Fig. 1: placed cells, one colour a class
Fill, decap, tap and diode cells in grey.
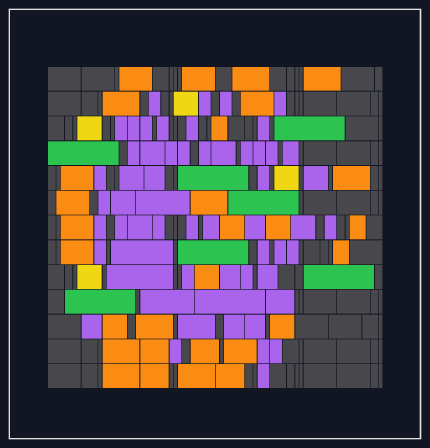
Fig. 2: signal wires on met2
Cells faint in the background.
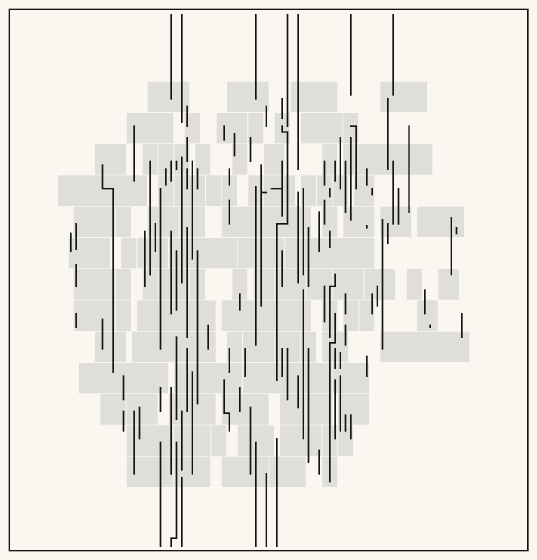
Fig. 3: cell outlines without signal wires
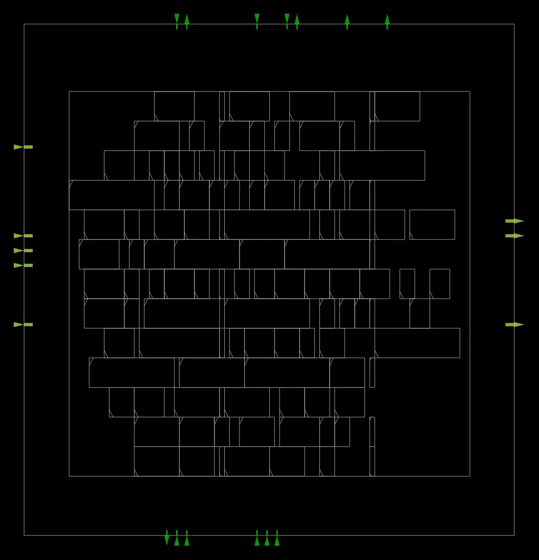
Fig. 4: metal 3
Bar = 10 um.
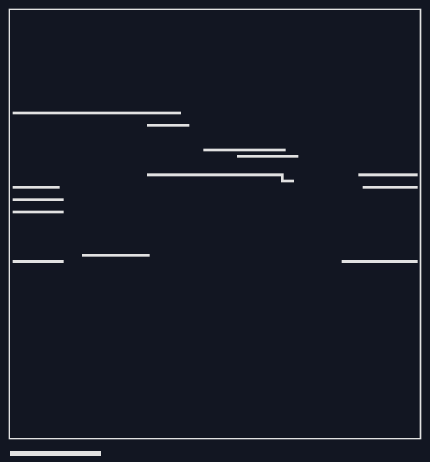
[src/rtl/mux_arb_pkg.sv]
// mux_arb_pkg: shared select encoding, slot state and default width for rr_mux_arbiter
package mux_arb_pkg;
    localparam logic SEL_A = 1'b1;
    localparam logic SEL_B = 1'b0;
    localparam int WIDTH_DEF = 4;
    typedef enum logic {EMPTY = 1'b0, FULL = 1'b1} slot_t;
endpackage

[src/rtl/rr_arb2.sv]
// rr_arb2: 2-way round-robin grant from valids, with the last-winner pointer
module rr_arb2
    import mux_arb_pkg::*;
(
    input  logic clk,
    input  logic rst,
    input  logic a_valid,
    input  logic b_valid,
    input  logic accept,
    output logic grant_a,
    output logic grant_b
);
    logic last;
    always_comb begin
        grant_a = a_valid & (!b_valid | (last == SEL_B));
        grant_b = b_valid & (!a_valid | (last == SEL_A));
    end
    // the pointer only moves when the grant is actually taken, so stalls keep priority
    always_ff @(posedge clk) begin
        if (rst) last <= SEL_B;
        else if (accept) last <= grant_a ? SEL_A : SEL_B;
    end
endmodule

[src/rtl/rr_mux_arbiter.sv]
// rr_mux_arbiter: round-robin A/B valid/ready arbiter with registered slot; ARB_STATS_EN adds grant counters
module rr_mux_arbiter
    import mux_arb_pkg::*;
#(
    parameter int WIDTH = WIDTH_DEF,
    parameter int CNT_W = 16
) (
    input  logic             clk,
    input  logic             rst,
    input  logic             a_valid,
    input  logic [WIDTH-1:0] a_data,
    output logic             a_ready,
    input  logic             b_valid,
    input  logic [WIDTH-1:0] b_data,
    output logic             b_ready,
    output logic             y_valid,
    output logic [WIDTH-1:0] y_data,
    output logic             y_sel,
`ifdef ARB_STATS_EN
    output logic [CNT_W-1:0] cnt_a,
    output logic [CNT_W-1:0] cnt_b,
`endif
    input  logic             y_ready
);
    slot_t state, state_n;
    logic grant_a, grant_b, load, take;

    rr_arb2 u_arb (
        .clk     (clk),
        .rst     (rst),
        .a_valid (a_valid),
        .b_valid (b_valid),
        .accept  (take),
        .grant_a (grant_a),
        .grant_b (grant_b)
    );

    always_ff @(posedge clk) begin
        if (rst) state <= EMPTY;
        else state <= state_n;
    end

    always_comb begin
        state_n = take ? FULL : (y_ready ? EMPTY : state);
    end

    // readies are masked during reset so no word is taken while the slot is being cleared
    always_comb begin
        y_valid = (state == FULL);
        load    = !y_valid | y_ready;
        a_ready = !rst & load & grant_a;
        b_ready = !rst & load & grant_b;
        take    = a_ready | b_ready;
    end

    always_ff @(posedge clk) begin
        if (rst) begin
            y_data <= '0;
            y_sel  <= SEL_B;
        end else if (take) begin
            y_data <= a_ready ? a_data : b_data;
            y_sel  <= a_ready ? SEL_A : SEL_B;
        end
    end

`ifdef ARB_STATS_EN
    always_ff @(posedge clk) begin
        if (rst) begin
            cnt_a <= '0;
            cnt_b <= '0;
        end else begin
            if (a_ready && !(&cnt_a)) cnt_a <= cnt_a + 1'b1;
            if (b_ready && !(&cnt_b)) cnt_b <= cnt_b + 1'b1;
        end
    end
`endif
endmodule

[config.mk]
export PLATFORM = sky130hd
export DESIGN_NAME = rr_mux_arbiter
export DESIGN_NICKNAME = d
export VERILOG_FILES = /design/src/rtl/mux_arb_pkg.sv /design/src/rtl/rr_arb2.sv /design/src/rtl/rr_mux_arbiter.sv
export SDC_FILE = /design/constraint.sdc
export NUM_CORES = 1
export LEC_CHECK = 0
export ABC_AREA = 1
export CAP_MARGIN = 15
export CORE_AREA = 4 4 41 43
export CTS_BUF_LIST = sky130_fd_sc_hd__clkbuf_4 sky130_fd_sc_hd__clkbuf_8
export CTS_CLUSTER_DIAMETER = 40
export DETAILED_ROUTE_END_ITERATION = 7
export DIE_AREA = 0 0 45 47
export PLACE_DENSITY_LB_ADDON = 0.25
export REMOVE_ABC_BUFFERS = 1
export SLEW_MARGIN = 15
export SYNTH_ARGS = -nofsm -noshare
export SYNTH_HDL_FRONTEND = slang
export SYNTH_SLANG_ARGS = --single-unit
export TNS_END_PERCENT = 1
[constraint.sdc]
create_clock -name clk -period 1 [get_ports clk]
set_clock_uncertainty 0.1 [all_clocks]
set_input_delay 0.25 -clock clk [delete_from_list [all_inputs] [get_ports clk]]
set_output_delay 0.25 -clock clk [all_outputs]
set_load 0.005 [all_outputs]
==> flow_summary.ini <==
; generated from flow reports
[run_status]
violations = setup timing
status = complete, but fails checks

[yosys]
yosysWarningCount = 0
numSynthFlops = 7
ys_area_sq_um = 425
synthCells = 66
yosysUniqueCellTypes = 14
syn_area_sq_um = 425

[die]
initial_core_util_pct = 32.7
io_pins = 21
die-area_sq_um = 2120

[finish]
area_delta_synth_final_pct = 92.1
diodes = 0
fin_nets = 112

[timing]
finalSetupViolCount = 15
fin_crit_ps = 1380
layout_worst_path_cycle_share_pct = 138
fmax_mhz = 724
fin_ws_ps = -381
max-slew-margin-rel_pct = 84.2
final_max_slew_viol_count = 0

[run]
drv_cap = 0

[pwr]
cell_internal_pwr_uw = 676
p_leak_nw = 0.421
power.net_switching_uw = 281

[cts]
cts.sinks = 7
cts_tree = yes
cts_buffers = 3

[placement]
placed_cells = 106
dp_slack_ps = -920

[routing]
drc = 0
drt_iter0_drc = 14
routed_via_density = 4.50

[worst_setup_path]
cp.arrival_ps = 1030

[grt]
grt_pass1_vias = 453
## Picture notes: Fig. 1
| colour | class | cells | share of their area |
|---|---|---|---|
| green | sequential cells | 7 | 19% |
| yellow | clock drivers and dummy loads | 4 | 3.8% |
| purple | remaining logic cells | 58 | 44% |
| orange | remaining buffers and delay cells | 29 | 34% |
Seq area share: 18.2%
Design Area, Final: 817 sq um

## Picture notes: Fig. 2
wire length on this layer: 562 um
nets with wire on the layer: 89
longest straight run: 16.0 um
final wirelength: 1110 um
M2 GR Usage: 21.5%
via count: 509

## Picture notes: Fig. 3
# Taps: 15
Filler Cell Count: 134
num sequential: 7
non-filler cells, final: 113

## Picture notes: Fig. 4
wire length on this layer: 102 um
nets with wire on the layer: 11
longest straight run: 18.2 um
met3 track demand over resource: 5.75%

## cells by family (layout without fill, tap and decap cells)
| logic type | Yosys count | in the layout | synth area share, % |
|---|---|---|---|
| AND/OR/NAND/NOR | 36 | 36 | 39.1 |
| buffers and inverters | 15 | 47 | 15.0 |
| AND-OR/OR-AND | 8 | 8 | 12.9 |
| flip-flops | 7 | 7 | 32.9 |
## routing by layer
metal  part of all wire, %  global-route usage, %  vias to the layer above  wire, um
met5                     0                      0                        -         0
met2                    51                   21.5                       15       561
met3                   9.2                   5.75                        3       102
met1                    39                   13.8                      226       427
met4                   1.3                   5.26                        0        14
li1                      -                      -                      265         -
## through the flow
stage               power, mW  utilization, %  hold slack (ps)  TNS (ps)
floorplan               0.439               -              219      -437
global placement        0.588            52.1              353     -6760
detailed placement      0.591            52.1              367     -6850
CTS                     0.920            58.4              253     -2470
global route             1.02            62.8              309     -3350
finish                  0.957            62.8              298     -2570
## critical path, stage by stage (launching register included)
cell and delay, ps:
dfxtp_2 320, buf_6 120, a21oi_4 120, nand2_2 70, inv_1 50, buf_2 100
## cells in the mapped netlist, drive strengths merged
library cell  count  area share [%]
nand2            17              16
inv              14              12
nor2             12              11
dfxtp             7              33
nand3b            4             7.1
o21bai            4             7.1
a21oi             3             4.4
nand3             2             2.4
a31oi             1             1.5
buf               1             2.6
nand4             1             2.9
## path summary, 6_finish.rpt
kind	start	endpoint	slack, ps	cells after the start
setup / recovery	y_valid	b_ready	-380	5
hold reg to reg	y_sel	y_sel	370	2
hold / removal	rst	y_valid	300	2
setup reg to reg	y_valid	y_data[0]	-340	9
## registers in the layout, summed over array words and instances (netlist names)
| register | count |
|---|---|
| y_data | 4 |
| y_valid | 1 |
| u_arb.last | 1 |
| y_sel | 1 |
## cell type report
class / count / area [sq um] / share of cell area (%)
timing repair buffer: 29 / 269 / 32.9
inverter: 14 / 52.6 / 6.43
sequential: 7 / 149 / 18.2
multi-input combinational: 44 / 298 / 36.4
clock buffer: 4 / 30.0 / 3.68
tap: 15 / 18.8 / 2.30
## timing repair
item                       CTS  global route
resized                     58            10
setup endpoints to repair   15            15
buffers inserted             3             0
hold buffers                 0             0
pin swaps                    4             4
## layout by cell type (no fill, tap or decap), types with 2 or more instances in the layout
| cell type | n |
|---|---|
| nor2_1 | 11 |
| inv_2 | 4 |
| nand2_1 | 10 |
| buf_2 | 3 |
| clkbuf_4 | 4 |
| nand3b_1 | 4 |
| a21oi_4 | 2 |
| nand3_1 | 2 |
| o21bai_1 | 3 |
| buf_4 | 5 |
| clkdlybuf4s50_1 | 8 |
| dlygate4sd2_1 | 4 |
| nand2_2 | 5 |
| buf_6 | 9 |
| dfxtp_2 | 7 |
| inv_1 | 10 |
## power by group through the flow
stage                     combinational, mW  sequential (mW)  clock [mW]
after floorplan                       0.108            0.332           0
after global placement                0.258            0.330           0
after detailed placement              0.260            0.331           0
after CTS                             0.282            0.331       0.307
after global routing                  0.352            0.337       0.330
final                                 0.320            0.334       0.303
No activity file was given, so power comes from the tool's default toggle rates.
